===== src/rtl/uart_pkg.sv =====
// Shared definitions for the UART transmit path: default byte width and
// the arbiter state type.
package uart_pkg;

  localparam int DATA_BITS_DEF = 8;

  typedef enum logic [0:0] {
    ARB  = 1'b0,
    XFER = 1'b1
  } arb_state_e;

endpackage


===== src/rtl/uart_tx_arbiter_if.sv =====
// Requester/UART handshake bundle for the transmit arbiter. The slave side is
// the arbiter; the master side is the requesters plus the UART.
interface uart_tx_arbiter_if import uart_pkg::*; #(
  parameter int NUM_REQ   = 4,
  parameter int DATA_BITS = DATA_BITS_DEF
);

  localparam int IW = $clog2(NUM_REQ);

  logic [NUM_REQ-1:0]           req_vld;
  logic [NUM_REQ-1:0]           req_last;
  logic [NUM_REQ*DATA_BITS-1:0] req_data;
  logic [NUM_REQ-1:0]           req_rdy;
  logic                         tx_rdy;
  logic                         tx_vld;
  logic [DATA_BITS-1:0]         tx_data;
  logic [IW-1:0]                grant_id;
  logic                         busy;

  modport master (
    output req_vld, req_last, req_data, tx_rdy,
    input  req_rdy, tx_vld, tx_data, grant_id, busy
  );

  modport slave (
    input  req_vld, req_last, req_data, tx_rdy,
    output req_rdy, tx_vld, tx_data, grant_id, busy
  );

endinterface


===== src/rtl/uart_tx_arbiter_rr_pick.sv =====
// Round-robin priority search: first set bit of req at or above ptr, with
// wrap-around. Purely combinational.
module rr_pick #(
  parameter  int NUM_REQ = 4,
  localparam int IW      = $clog2(NUM_REQ)
) (
  input  logic [NUM_REQ-1:0] req,
  input  logic [IW-1:0]      ptr,
  output logic [IW-1:0]      idx,
  output logic               found
);

  logic [IW-1:0] cand_s;

  // Walk candidates ptr, ptr+1, ... and latch the first requesting one.
  always_comb begin
    idx    = ptr;
    found  = 1'b0;
    cand_s = ptr;
    for (int k = 0; k < NUM_REQ; k++) begin
      cand_s = IW'((int'(ptr) + k) % NUM_REQ);
      idx    = (!found && req[cand_s]) ? cand_s : idx;
      found  = found | req[cand_s];
    end
  end

endmodule


===== src/rtl/uart_tx_arbiter.sv =====
// Round-robin arbiter feeding one UART transmitter from NUM_REQ byte streams;
// a grant lasts for a whole packet or MAX_BURST bytes, whichever ends first.
module uart_tx_arbiter import uart_pkg::*; #(
  parameter int NUM_REQ   = 4,
  parameter int DATA_BITS = DATA_BITS_DEF,
  parameter int MAX_BURST = 16
) (
  input logic              clk,
  input logic              reset,
  uart_tx_arbiter_if.slave bus
);

  localparam int IW = $clog2(NUM_REQ);
  localparam int CW = $clog2(MAX_BURST + 1);

  arb_state_e           state_r;
  arb_state_e           next_state_s;
  logic [IW-1:0]        rr_ptr_r;
  logic [IW-1:0]        grant_id_r;
  logic [IW-1:0]        pick_idx_s;
  logic                 pick_found_s;
  logic [CW-1:0]        byte_cnt_r;
  logic                 tx_vld_r;
  logic [DATA_BITS-1:0] tx_data_r;
  logic                 busy_r;
  logic [DATA_BITS-1:0] grant_data_s;
  logic [NUM_REQ-1:0]   req_rdy_s;
  logic                 rdy_ok_s;
  logic                 accept_s;
  logic                 end_pkt_s;

  rr_pick #(.NUM_REQ(NUM_REQ)) u_rr_pick (
    .req   (bus.req_vld),
    .ptr   (rr_ptr_r),
    .idx   (pick_idx_s),
    .found (pick_found_s)
  );

  // Grantee handshake, burst termination and next-state decode.
  always_comb begin
    rdy_ok_s               = (state_r == XFER) && bus.tx_rdy && !tx_vld_r;
    req_rdy_s              = {NUM_REQ{1'b0}};
    req_rdy_s[grant_id_r]  = rdy_ok_s;
    grant_data_s           = bus.req_data[int'(grant_id_r)*DATA_BITS +: DATA_BITS];
    accept_s               = bus.req_vld[grant_id_r] && rdy_ok_s;
    // The burst cap is checked before the increment, so byte_cnt never exceeds MAX_BURST.
    end_pkt_s              = accept_s &&
                             (bus.req_last[grant_id_r] || (byte_cnt_r == CW'(MAX_BURST - 1)));
    next_state_s           = state_r;
    case (state_r)
      ARB: begin
        if (pick_found_s) begin
          next_state_s = XFER;
        end else begin
          next_state_s = ARB;
        end
      end
      XFER: begin
        if (end_pkt_s) begin
          next_state_s = ARB;
        end else begin
          next_state_s = XFER;
        end
      end
      default: next_state_s = ARB;
    endcase
  end

  // FSM state register.
  always_ff @(posedge clk) begin
    if (reset) begin
      state_r <= ARB;
    end else begin
      state_r <= next_state_s;
    end
  end

  // Grant, burst counter, round-robin pointer and UART output registers.
  always_ff @(posedge clk) begin
    if (reset) begin
      rr_ptr_r   <= {IW{1'b0}};
      grant_id_r <= {IW{1'b0}};
      byte_cnt_r <= {CW{1'b0}};
      tx_vld_r   <= 1'b0;
      tx_data_r  <= {DATA_BITS{1'b0}};
      busy_r     <= 1'b0;
    end else begin
      if ((state_r == ARB) && pick_found_s) begin
        grant_id_r <= pick_idx_s;
        byte_cnt_r <= {CW{1'b0}};
      end
      // Accept only happens with tx_vld low, so it never collides with the clear.
      if (accept_s) begin
        tx_data_r  <= grant_data_s;
        tx_vld_r   <= 1'b1;
        byte_cnt_r <= byte_cnt_r + CW'(1);
      end else if (tx_vld_r && bus.tx_rdy) begin
        tx_vld_r <= 1'b0;
      end
      if (end_pkt_s) begin
        rr_ptr_r <= (grant_id_r == IW'(NUM_REQ - 1)) ? {IW{1'b0}} : grant_id_r + IW'(1);
      end
      busy_r <= (next_state_s == XFER);
    end
  end

  assign bus.req_rdy  = req_rdy_s;
  assign bus.tx_vld   = tx_vld_r;
  assign bus.tx_data  = tx_data_r;
  assign bus.grant_id = grant_id_r;
  assign bus.busy     = busy_r;

endmodule


===== src/flat_wrapper.sv =====
// flat-port wrapper written by rule: the top's interface ports become plain ports
module uart_tx_arbiter_flat import uart_pkg::*;
#(
  parameter int NUM_REQ   = 4,
  parameter int DATA_BITS = DATA_BITS_DEF,
  parameter int MAX_BURST = 16
)
  (clk, reset, bus_req_vld, bus_req_last, bus_req_data, bus_tx_rdy, bus_req_rdy, bus_tx_vld, bus_tx_data, bus_grant_id, bus_busy);
  uart_tx_arbiter_if #(.NUM_REQ(NUM_REQ), .DATA_BITS(DATA_BITS)) bus_i ();
  input logic clk;
  input logic reset;
  input wire logic [$bits(bus_i.req_vld)-1:0] bus_req_vld;
  input wire logic [$bits(bus_i.req_last)-1:0] bus_req_last;
  input wire logic [$bits(bus_i.req_data)-1:0] bus_req_data;
  input wire logic [$bits(bus_i.tx_rdy)-1:0] bus_tx_rdy;
  output wire logic [$bits(bus_i.req_rdy)-1:0] bus_req_rdy;
  output wire logic [$bits(bus_i.tx_vld)-1:0] bus_tx_vld;
  output wire logic [$bits(bus_i.tx_data)-1:0] bus_tx_data;
  output wire logic [$bits(bus_i.grant_id)-1:0] bus_grant_id;
  output wire logic [$bits(bus_i.busy)-1:0] bus_busy;
  assign bus_i.req_vld = bus_req_vld;
  assign bus_i.req_last = bus_req_last;
  assign bus_i.req_data = bus_req_data;
  assign bus_i.tx_rdy = bus_tx_rdy;
  assign bus_req_rdy = bus_i.req_rdy;
  assign bus_tx_vld = bus_i.tx_vld;
  assign bus_tx_data = bus_i.tx_data;
  assign bus_grant_id = bus_i.grant_id;
  assign bus_busy = bus_i.busy;
  uart_tx_arbiter #(.NUM_REQ(NUM_REQ), .DATA_BITS(DATA_BITS), .MAX_BURST(MAX_BURST)) u_core (.clk(clk), .reset(reset), .bus(bus_i));
endmodule

===== config.mk =====
export PLATFORM = sky130hd
export DESIGN_NAME = uart_tx_arbiter_flat
export DESIGN_NICKNAME = d
export VERILOG_FILES = /design/src/rtl/uart_pkg.sv /design/src/rtl/uart_tx_arbiter_if.sv /design/src/rtl/uart_tx_arbiter_rr_pick.sv /design/src/rtl/uart_tx_arbiter.sv /design/src/flat_wrapper.sv
export SDC_FILE = /design/constraint.sdc
export NUM_CORES = 1
export LEC_CHECK = 0
export CAP_MARGIN = 20
export CORE_ASPECT_RATIO = 0.8
export CORE_MARGIN = 2
export CORE_UTILIZATION = 45
export CTS_CLUSTER_DIAMETER = 50
export CTS_CLUSTER_SIZE = 25
export DETAILED_ROUTE_END_ITERATION = 7
export PLACE_DENSITY = 0.86
export SETUP_SLACK_MARGIN = 0.4
export SLEW_MARGIN = 0
export SYNTH_ARGS = -nofsm -noshare
export SYNTH_HDL_FRONTEND = slang
export SYNTH_HIERARCHICAL = 1
export SYNTH_SLANG_ARGS = --single-unit
export TNS_END_PERCENT = 20

===== constraint.sdc =====
create_clock -name clk -period 2.8 [get_ports clk]
set_clock_uncertainty 0.05 [all_clocks]
set_input_delay 0.42 -clock clk [delete_from_list [all_inputs] [get_ports clk]]
set_output_delay 0.42 -clock clk [all_outputs]
set_load 0.005 [all_outputs]

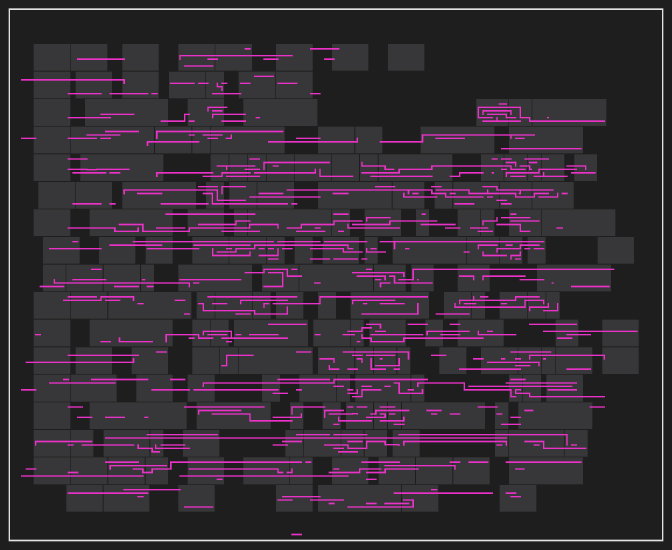
Figure 1: run 1, signal wires on met1.
nets with wire on the layer: 198
wire length on this layer: 1,400 um
longest straight run: 39.6 um
share of all routed wire: 40%
main direction: horizontal

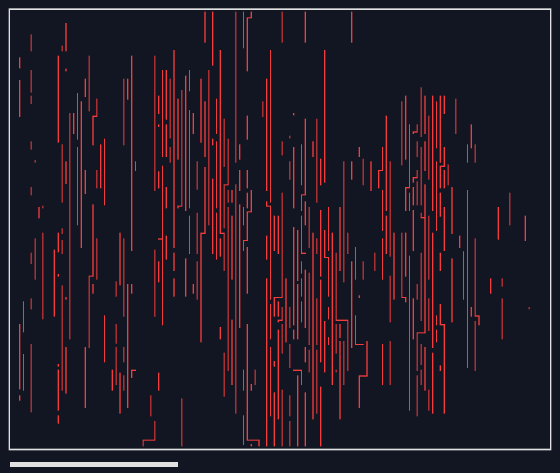
Figure 2: run 1, metal 2.
The bar under the picture is 20 um long.
wire length on this layer: 1,750 um
share of all routed wire: 50%
nets with wire on the layer: 217

==> flow_summary.html, run 1 <==
<h2>Implementation results</h2>
<table>
<tr><th>Metric</th><th>Value</th></tr>
<tr><th colspan="2">Status</th></tr>
<tr><td>Result of the run</td><td>completed</td></tr>
<tr><th colspan="2">Critical path</th></tr>
<tr><td>Chain of cells forming the critical path</td><td>clkdlybuf4s50_1 -&gt; and3b_2 -&gt; and2_1 -&gt; clkdlybuf4s50_1</td></tr>
<tr><td>Stage delay of the slowest cell on the critical path</td><td>500 ps</td></tr>
<tr><td>Slowest cell on the critical path</td><td>sky130_fd_sc_hd__clkdlybuf4s50_1</td></tr>
<tr><td>Combined buffer and inverter count along the critical path</td><td>2</td></tr>
<tr><th colspan="2">Global routing</th></tr>
<tr><td>Initial antenna violation count</td><td>0</td></tr>
<tr><td>Wire length of the first global-routing pass</td><td>5.72 mm</td></tr>
<tr><td>Total routing usage reported by global routing</td><td>22.6%</td></tr>
<tr><td>Number of global-route vias before repair</td><td>1,300</td></tr>
<tr><th colspan="2">Clock network</th></tr>
<tr><td>Clock tree from TritonCTS</td><td>yes</td></tr>
<tr><td>Setup bufs post-CTS</td><td>0</td></tr>
<tr><td>CTS hold repair buffers</td><td>0</td></tr>
<tr><td>Number of cells upsized or downsized after cts</td><td>1</td></tr>
<tr><td>Root Driver</td><td>sky130_fd_sc_hd__clkbuf_4</td></tr>
<tr><th colspan="2">Floorplan</th></tr>
<tr><td>Fp_density</td><td>47.4%</td></tr>
<tr><td>Die Y</td><td>52.3 um</td></tr>
<tr><td>Core area</td><td>2770 um^2</td></tr>
<tr><th colspan="2">Routing</th></tr>
<tr><td>Via Count</td><td>1,285</td></tr>
<tr><td>DR DRC count</td><td>0</td></tr>
<tr><td>Total length of routed wires</td><td>3.53 mm</td></tr>
<tr><td>Via-to-Cell Ratio</td><td>5.59</td></tr>
<tr><td>Highest metal used</td><td>met4</td></tr>
<tr><td>Total met2 wirelength after detailed routing</td><td>1.75 mm</td></tr>
<tr><th colspan="2">Yosys</th></tr>
<tr><td>Simple-Gate Area Share</td><td>18.9%</td></tr>
<tr><td>Warning count from the yosys run</td><td>6</td></tr>
<tr><td>Commonest cells in the netlist</td><td>19 x sky130_fd_sc_hd__dfxtp_1, 13 x sky130_fd_sc_hd__a21oi_1, 9 x sky130_fd_sc_hd__mux4_2, 9 x sky130_fd_sc_hd__nand3_1, 8 x sky130_fd_sc_hd__a21bo_1</td></tr>
<tr><td>Fraction of synthesis flops using an asynchronous set or reset pin</td><td>0%</td></tr>
<tr><td>Sequential cell area fraction in the yosys report</td><td>29.0%</td></tr>
<tr><td>Post-synthesis chip area from yosys</td><td>1310 um^2</td></tr>
<tr><td>Synth Flop Type</td><td>sky130_fd_sc_hd__dfxtp_1</td></tr>
<tr><th colspan="2">STA</th></tr>
<tr><td>Minimum clock period after layout</td><td>2340 ps</td></tr>
<tr><td>Setup TNS Final</td><td>0 ps</td></tr>
<tr><td>Highest clock rate</td><td>428 MHz</td></tr>
<tr><th colspan="2">Pwr</th></tr>
<tr><td>Comb group</td><td>191 uW</td></tr>
<tr><td>Internal</td><td>456 uW</td></tr>
<tr><td>Combinational cell fraction of total power</td><td>30.5%</td></tr>
<tr><th colspan="2">Placed design</th></tr>
<tr><td>Port buffer count</td><td>58</td></tr>
<tr><th colspan="2">Finish</th></tr>
<tr><td>Count of fill cells added during filler insertion</td><td>209</td></tr>
<tr><td>Final Net Count</td><td>242</td></tr>
</table>
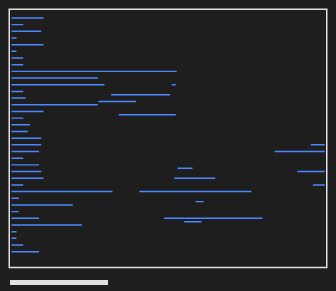
Figure 3: run 1, met3 routing.
The bar under the picture is 20 um long.
wire length on this layer: 341 um
longest straight run: 33.4 um
main direction: horizontal
nets with wire on the layer: 46
share of all routed wire: 9.7%

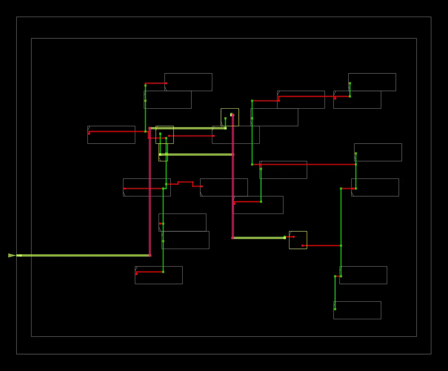
Figure 4: run 1, clock nets.
number of clock buffers in the layout: 4
number of CTS-inserted buffers: 3
clk latency late pin: 310 ps
Sink Count: 19

## run 1: through the flow
step	utilization, %	power [mW]	instances	setup slack (ps)	area [um^2]
6_report	70.8	0.626	230	465	1960
5_1_grt	70.8	0.658	230	390	1960
4_1_cts	69.9	0.624	227	352	1930
3_5_place_dp	68.9	0.484	223	326	1910
3_3_place_gp	68.9	0.478	223	356	1910
2_1_floorplan	-	0.390	135	991	1310
## run 1: cell type report
cell class / count / area (um^2) / area share [%]
flip-flops and latches: 19 / 382 / 19.5
well taps: 38 / 47.5 / 2.43
multi-input cells: 97 / 842 / 43.0
inverters: 7 / 26.3 / 1.34
repair buffers: 65 / 633 / 32.4
clock buffers: 4 / 26.3 / 1.34
## run 1: path summary, 6_finish.rpt
kind | from | end | slack, ps | depth (start not counted)
max reg2reg | u_core/bus.grant_id[0] | u_core/rr_ptr_r[0] | 800 | 3
min reg2reg | u_core/bus.busy | u_core/bus.busy | 480 | 2
max | bus_tx_rdy | bus_req_rdy[0] | 460 | 4
min | u_core/bus.busy | u_core/bus.busy | 480 | 2
## run 1: cells by family (layout without fill, tap and decap cells)
group | count (synthesis) | count (layout)
mux | 14 | 14
simple gates | 45 | 45
flops | 19 | 19
compound gates | 32 | 32
fa+ha+maj | 6 | 6
buf+inv | 19 | 76
## run 1: state kept, by name, indices dropped and copies added, names as in the netlist
register             flops
u_core/bus.tx_data       8
u_core/byte_cnt_r        5
u_core/bus.grant_id      2
u_core/rr_ptr_r          2
u_core/bus.busy          1
u_core/bus.tx_vld        1
## run 1: metal layers
| layer | vias up | track usage [%] |
|---|---|---|
| met1 | 616 | 25.1 |
| met4 | 0 | 6.38 |
| met2 | 56 | 41.3 |
| met3 | 5 | 7.74 |
| li1 | 608 | - |
| met5 | - | 0 |
Figure 5. Signal metal coverage by tile (run 1).
The bar under the picture is 20 um long. 13 x 10 tiles, from dark purple (low) to yellow (high), scaled to the fullest tile. Values are wire area over tile area, all layers added.
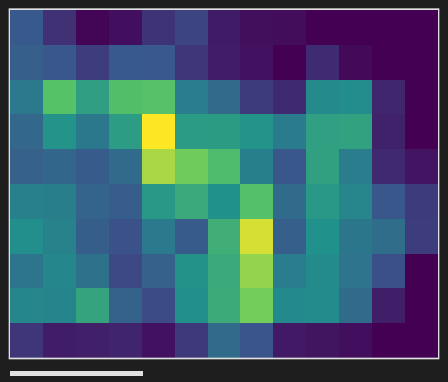

==> inputs of run 2 (changes only) <==
--- a/config.mk
+++ b/config.mk
@@ -8,11 +8,11 @@
 export CAP_MARGIN = 20
 export CORE_ASPECT_RATIO = 0.8
 export CORE_MARGIN = 2
-export CORE_UTILIZATION = 45
+export CORE_UTILIZATION = 41
 export CTS_CLUSTER_DIAMETER = 50
 export CTS_CLUSTER_SIZE = 25
 export DETAILED_ROUTE_END_ITERATION = 7
-export PLACE_DENSITY = 0.86
+export PLACE_DENSITY = 0.79
 export SETUP_SLACK_MARGIN = 0.4
 export SLEW_MARGIN = 0
 export SYNTH_ARGS = -nofsm -noshare
==> constraint.sdc (replaced) <==
create_clock -name clk -period 2.3 [get_ports clk]
set_clock_uncertainty 0.05 [all_clocks]
set_input_delay 0.345 -clock clk [delete_from_list [all_inputs] [get_ports clk]]
set_output_delay 0.345 -clock clk [all_outputs]
set_load 0.005 [all_outputs]
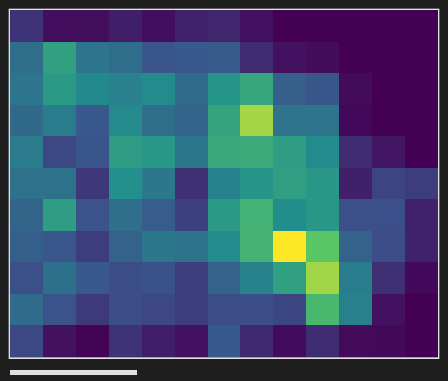
Figure 6: run 2, signal metal coverage by tile.
The bar under the picture is 20 um long. 13 x 11 tiles, from dark purple (low) to yellow (high), scaled to the fullest tile. Values are wire area over tile area, all layers added.
tiles over half the peak: 17%
nearly empty tiles: 11%
emptiest ninth of the die: upper right

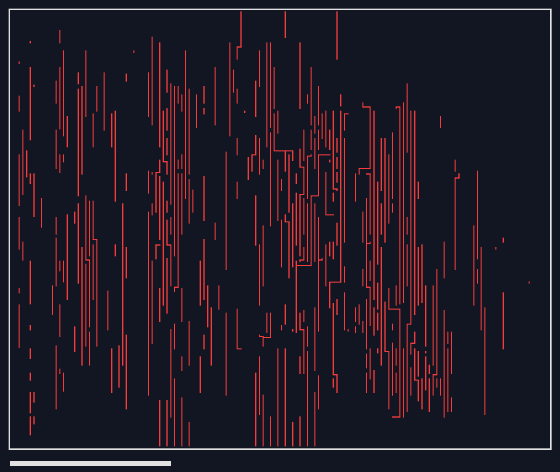
Figure 7: run 2, metal 2.
The bar under the picture is 20 um long.
met2 Track Usage GR: 36.3%
Via Count: 1,301
total length of routed wires: 3.54 mm

==> flow_summary.html, run 2 <==
<h2>Implementation results</h2>
<table>
<tr><th>Metric</th><th>Value</th></tr>
<tr><th colspan="2">Status</th></tr>
<tr><td>Result of the run</td><td>completed</td></tr>
<tr><th colspan="2">Clock network</th></tr>
<tr><td>Sink Count</td><td>19</td></tr>
<tr><td>Number of CTS-inserted buffers</td><td>3</td></tr>
<tr><td>Clk latency late pin</td><td>250 ps</td></tr>
<tr><td>CTS hold repair buffers</td><td>0</td></tr>
<tr><td>Root Driver</td><td>sky130_fd_sc_hd__clkbuf_8</td></tr>
<tr><th colspan="2">Global routing</th></tr>
<tr><td>Global routing usage on met1</td><td>23.2%</td></tr>
<tr><td>Initial antenna violation count</td><td>0</td></tr>
<tr><td>Number of global-route vias before repair</td><td>1,324</td></tr>
<tr><td>Layer with the highest usage</td><td>met2</td></tr>
<tr><td>Total routing usage reported by global routing</td><td>19.7%</td></tr>
<tr><td>Wire length of the first global-routing pass</td><td>5.44 mm</td></tr>
<tr><td>Global-route track usage on met3</td><td>5.56%</td></tr>
<tr><th colspan="2">Yosys</th></tr>
<tr><td>Commonest cells in the netlist</td><td>19 x sky130_fd_sc_hd__dfxtp_1, 13 x sky130_fd_sc_hd__a21oi_1, 9 x sky130_fd_sc_hd__mux4_2, 9 x sky130_fd_sc_hd__nand3_1, 8 x sky130_fd_sc_hd__a21bo_1</td></tr>
<tr><td>Synth Flop Type</td><td>sky130_fd_sc_hd__dfxtp_1</td></tr>
<tr><td>Sequential cell area fraction in the yosys report</td><td>29.0%</td></tr>
<tr><td>Fraction of synthesis flops using an asynchronous set or reset pin</td><td>0%</td></tr>
<tr><td>Warning count from the yosys run</td><td>6</td></tr>
<tr><th colspan="2">Finish</th></tr>
<tr><td>MI comb cells</td><td>98</td></tr>
<tr><td>Count of fill cells added during filler insertion</td><td>249</td></tr>
<tr><td>Clk cell area share</td><td>2.21%</td></tr>
<tr><td>Inverters</td><td>7</td></tr>
<tr><td>Layout buffer count excluding clock buffers</td><td>69</td></tr>
<tr><td>Cell class with the largest area share</td><td>logic gates</td></tr>
<tr><td>Num sequential</td><td>19</td></tr>
<tr><td>Most used cells in the layout excluding fill and tap cells</td><td>52 x sky130_fd_sc_hd__clkdlybuf4s50_1, 18 x sky130_fd_sc_hd__dfxtp_1, 13 x sky130_fd_sc_hd__a21oi_1, 11 x sky130_fd_sc_hd__buf_4</td></tr>
<tr><td>Number of clock buffers in the layout</td><td>4</td></tr>
<tr><td>Final Net Count</td><td>247</td></tr>
<tr><td>Number of cells in the finished layout apart from fillers</td><td>237</td></tr>
<tr><td>Sequential cell area</td><td>382 um^2</td></tr>
<tr><td>Multi-input gate area in the final layout</td><td>868 um^2</td></tr>
<tr><td>Non-clock buffer share of cell area</td><td>32.7%</td></tr>
<tr><td>Combinational share of cell area</td><td>42.6%</td></tr>
<tr><th colspan="2">Pwr</th></tr>
<tr><td>Internal</td><td>619 uW</td></tr>
<tr><td>Combinational cell fraction of total power</td><td>29.6%</td></tr>
<tr><th colspan="2">Placed design</th></tr>
<tr><td>Number of placed instances, taps included</td><td>228</td></tr>
<tr><td>Port buffer count</td><td>58</td></tr>
<tr><th colspan="2">STA</th></tr>
<tr><td>Setup TNS Final</td><td>0 ps</td></tr>
<tr><td>Minimum clock period after layout</td><td>1960 ps</td></tr>
<tr><td>Highest clock rate</td><td>511 MHz</td></tr>
<tr><td>Final setup violating endpoints</td><td>0</td></tr>
<tr><th colspan="2">Routing</th></tr>
<tr><td>Highest metal used</td><td>met4</td></tr>
<tr><td>DR DRC count</td><td>0</td></tr>
<tr><td>Total met2 wirelength after detailed routing</td><td>1.78 mm</td></tr>
<tr><th colspan="2">Critical path</th></tr>
<tr><td>Combined buffer and inverter count along the critical path</td><td>3</td></tr>
<tr><td>Stage delay of the slowest cell on the critical path</td><td>430 ps</td></tr>
<tr><td>Chain of cells forming the critical path</td><td>clkdlybuf4s50_1 -&gt; and3b_2 -&gt; buf_4 -&gt; and2_1 -&gt; dlygate4sd2_1</td></tr>
<tr><th colspan="2">Floorplan</th></tr>
<tr><td>Fp_density</td><td>42.8%</td></tr>
<tr><td>Die Y</td><td>54.6 um</td></tr>
<tr><td>Core area</td><td>3060 um^2</td></tr>
</table>
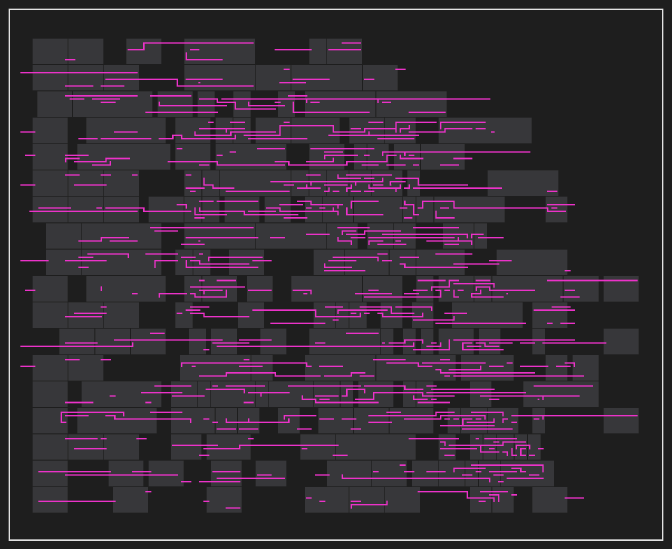
Figure 8: run 2, signal wires on met1.
wire length on this layer: 1,440 um
longest straight run: 27.6 um
main direction: horizontal

==> run 2: cell counts after synthesis <==
No cell type changed its count.
==> run 2: worst min-delay path, cell delays in order, from the launching register on <==
cell and delay (ps):
sky130_fd_sc_hd__dfxtp_1 320, sky130_fd_sc_hd__nand4b_1 100, sky130_fd_sc_hd__a31oi_1 70
==> run 2: per-stage QoR <==
step	worst slack, ps	utilization (%)	total power, mW	cell area, um^2	hold slack (ps)
final	344	66.5	0.830	2040	488
after global routing	307	66.5	0.870	2040	523
after CTS	207	64.7	0.819	1980	487
after detailed placement	70.5	63.0	0.592	1930	477
after global placement	147	63.0	0.586	1930	462
after floorplan	542	-	0.474	1310	439
==> run 2: kinds of logic after synthesis <==
family | count (synthesis) | synth area share, %
fa+ha+maj | 6 | 5.73
mux | 14 | 20.9
flops | 19 | 29.0
compound gates | 32 | 18.6
buf+inv | 19 | 6.87
simple gates | 45 | 18.9
==> run 2: power groups by stage <==
stage	registers [mW]	clock network, mW	logic [mW]
4_1_cts	0.354	0.232	0.233
5_1_grt	0.357	0.246	0.267
3_3_place_gp	0.360	0	0.226
6_report	0.355	0.230	0.245
2_1_floorplan	0.359	0	0.116
3_5_place_dp	0.361	0	0.231
==> run 2: final timing paths <==
check | depth (start not counted) | slack, ps | end | start
min | 2 | 490 | u_core/byte_cnt_r[3] | u_core/byte_cnt_r[3]
max reg2reg | 4 | 500 | u_core/bus.tx_data[6] | u_core/bus.grant_id[0]
min reg2reg | 2 | 490 | u_core/byte_cnt_r[3] | u_core/byte_cnt_r[3]
max | 5 | 340 | bus_req_rdy[1] | bus_tx_rdy
==> run 2: what timing repair did <==
item | 4_1_cts | 5_1_grt
cloned | 0 | 1
resized | 5 | 3
pin swaps | 1 | 1
hold endpoints to repair | 0 | 0
setup buffers | 1 | 3
setup endpoints to repair | 15 | 12
==> inputs of run 3 (changes only) <==
--- a/config.mk
+++ b/config.mk
@@ -9,7 +9,6 @@
 export CORE_ASPECT_RATIO = 0.8
 export CORE_MARGIN = 2
 export CORE_UTILIZATION = 41
-export CTS_CLUSTER_DIAMETER = 50
 export CTS_CLUSTER_SIZE = 25
 export DETAILED_ROUTE_END_ITERATION = 7
 export PLACE_DENSITY = 0.79
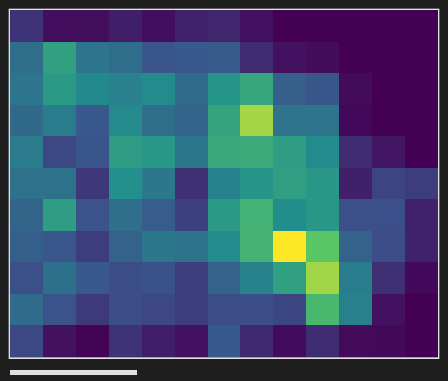
Figure 9: run 3, signal metal coverage by tile.
The bar under the picture is 20 um long. 13 x 11 tiles, from dark purple (low) to yellow (high), scaled to the fullest tile. Values are wire area over tile area, all layers added.
emptiest ninth of the die: upper right
tiles over half the peak: 17%
densest ninth of the die: center
mean over tiles: 0.16
fullest tile: 0.56
nearly empty tiles: 11%

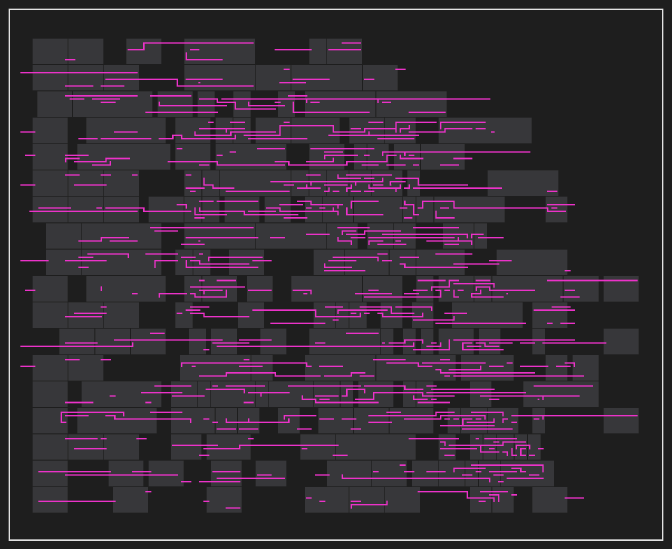
Figure 10: run 3, signal wires on met1.
nets with wire on the layer: 211
share of all routed wire: 41%
main direction: horizontal
longest straight run: 27.6 um

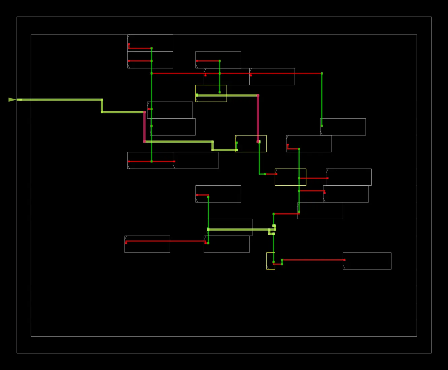
Figure 11: run 3, clock nets.
Clock group: 230 uW
clk latency late pin: 250 ps
num sequential: 19

==> flow_summary.html, run 3 <==
<h2>Implementation results</h2>
<table>
<tr><th>Metric</th><th>Value</th></tr>
<tr><th colspan="2">Finish</th></tr>
<tr><td>Count of fill cells added during filler insertion</td><td>249</td></tr>
<tr><td>Area of all placed cells without fillers</td><td>2040 um^2</td></tr>
<tr><td>Final Net Count</td><td>247</td></tr>
<tr><th colspan="2">Placed design</th></tr>
<tr><td>Post-Place Setup Slack</td><td>70.5 ps</td></tr>
<tr><th colspan="2">Clock network</th></tr>
<tr><td>Number of cells upsized or downsized after cts</td><td>5</td></tr>
<tr><td>Number of CTS-inserted buffers</td><td>3</td></tr>
<tr><th colspan="2">Status</th></tr>
<tr><td>Result of the run</td><td>completed</td></tr>
<tr><th colspan="2">Global routing</th></tr>
<tr><td>Initial antenna violation count</td><td>0</td></tr>
<tr><td>Wire length of the first global-routing pass</td><td>5.44 mm</td></tr>
<tr><td>Number of global-route vias before repair</td><td>1,324</td></tr>
<tr><td>Met2 Track Usage GR</td><td>36.3%</td></tr>
<tr><td>Global routing usage on met1</td><td>23.2%</td></tr>
<tr><td>Global-route track usage on met3</td><td>5.56%</td></tr>
<tr><th colspan="2">STA</th></tr>
<tr><td>Minimum clock period after layout</td><td>1960 ps</td></tr>
<tr><td>Minimum setup slack in the final design</td><td>344 ps</td></tr>
<tr><td>Highest clock rate</td><td>511 MHz</td></tr>
<tr><td>Hold Slack</td><td>488 ps</td></tr>
<tr><th colspan="2">Floorplan</th></tr>
<tr><td>Fp_density</td><td>42.8%</td></tr>
<tr><th colspan="2">Critical path</th></tr>
<tr><td>Combined buffer and inverter count along the critical path</td><td>3</td></tr>
<tr><th colspan="2">Routing</th></tr>
<tr><td>DR DRC count</td><td>0</td></tr>
<tr><td>Via Count</td><td>1,301</td></tr>
<tr><td>Total met2 wirelength after detailed routing</td><td>1.78 mm</td></tr>
<tr><th colspan="2">Yosys</th></tr>
<tr><td>Synth Flop Type</td><td>sky130_fd_sc_hd__dfxtp_1</td></tr>
<tr><th colspan="2">Pwr</th></tr>
<tr><td>Combinational cell fraction of total power</td><td>29.6%</td></tr>
</table>
## run 3: path summary, 6_finish.rpt
check / startpoint / endpoint / slack [ps] / depth (start not counted)
setup / recovery: bus_tx_rdy / bus_req_rdy[1] / 340 / 5
hold / removal: u_core/byte_cnt_r[3] / u_core/byte_cnt_r[3] / 490 / 2
setup reg to reg: u_core/bus.grant_id[0] / u_core/bus.tx_data[6] / 500 / 4
hold reg to reg: u_core/byte_cnt_r[3] / u_core/byte_cnt_r[3] / 490 / 2
## run 3: per-stage QoR
stage / util, % / std cells
2_1_floorplan: - / 135
3_3_place_gp: 63.0 / 228
3_5_place_dp: 63.0 / 228
4_1_cts: 64.7 / 233
5_1_grt: 66.5 / 237
6_report: 66.5 / 237
## run 3: area by class of cell
class / count / share of cell area [%]
Inverter: 7 / 1.29
Tap cell: 40 / 2.46
Sequential cell: 19 / 18.7
Clock buffer: 4 / 2.21
Multi-Input combinational cell: 98 / 42.6
Timing Repair Buffer: 69 / 32.7
## run 3: cells by family (layout without fill, tap and decap cells)
kind of cell / after synthesis / after routing / share of synthesized area [%]
compound gates: 32 / 32 / 18.6
fa+ha+maj: 6 / 6 / 5.73
buf+inv: 19 / 80 / 6.87
flops: 19 / 19 / 29.0
mux: 14 / 15 / 20.9
simple gates: 45 / 45 / 18.9
## run 3: power by group through the flow
| stage | clock (mW) | combinational, mW | sequential, mW |
|---|---|---|---|
| 6_report | 0.230 | 0.245 | 0.355 |
| 5_1_grt | 0.246 | 0.267 | 0.357 |
| 4_1_cts | 0.232 | 0.233 | 0.354 |
| 3_5_place_dp | 0 | 0.231 | 0.361 |
| 3_3_place_gp | 0 | 0.226 | 0.360 |
| 2_1_floorplan | 0 | 0.116 | 0.359 |
No activity file was given, so power comes from the tool's default toggle rates.
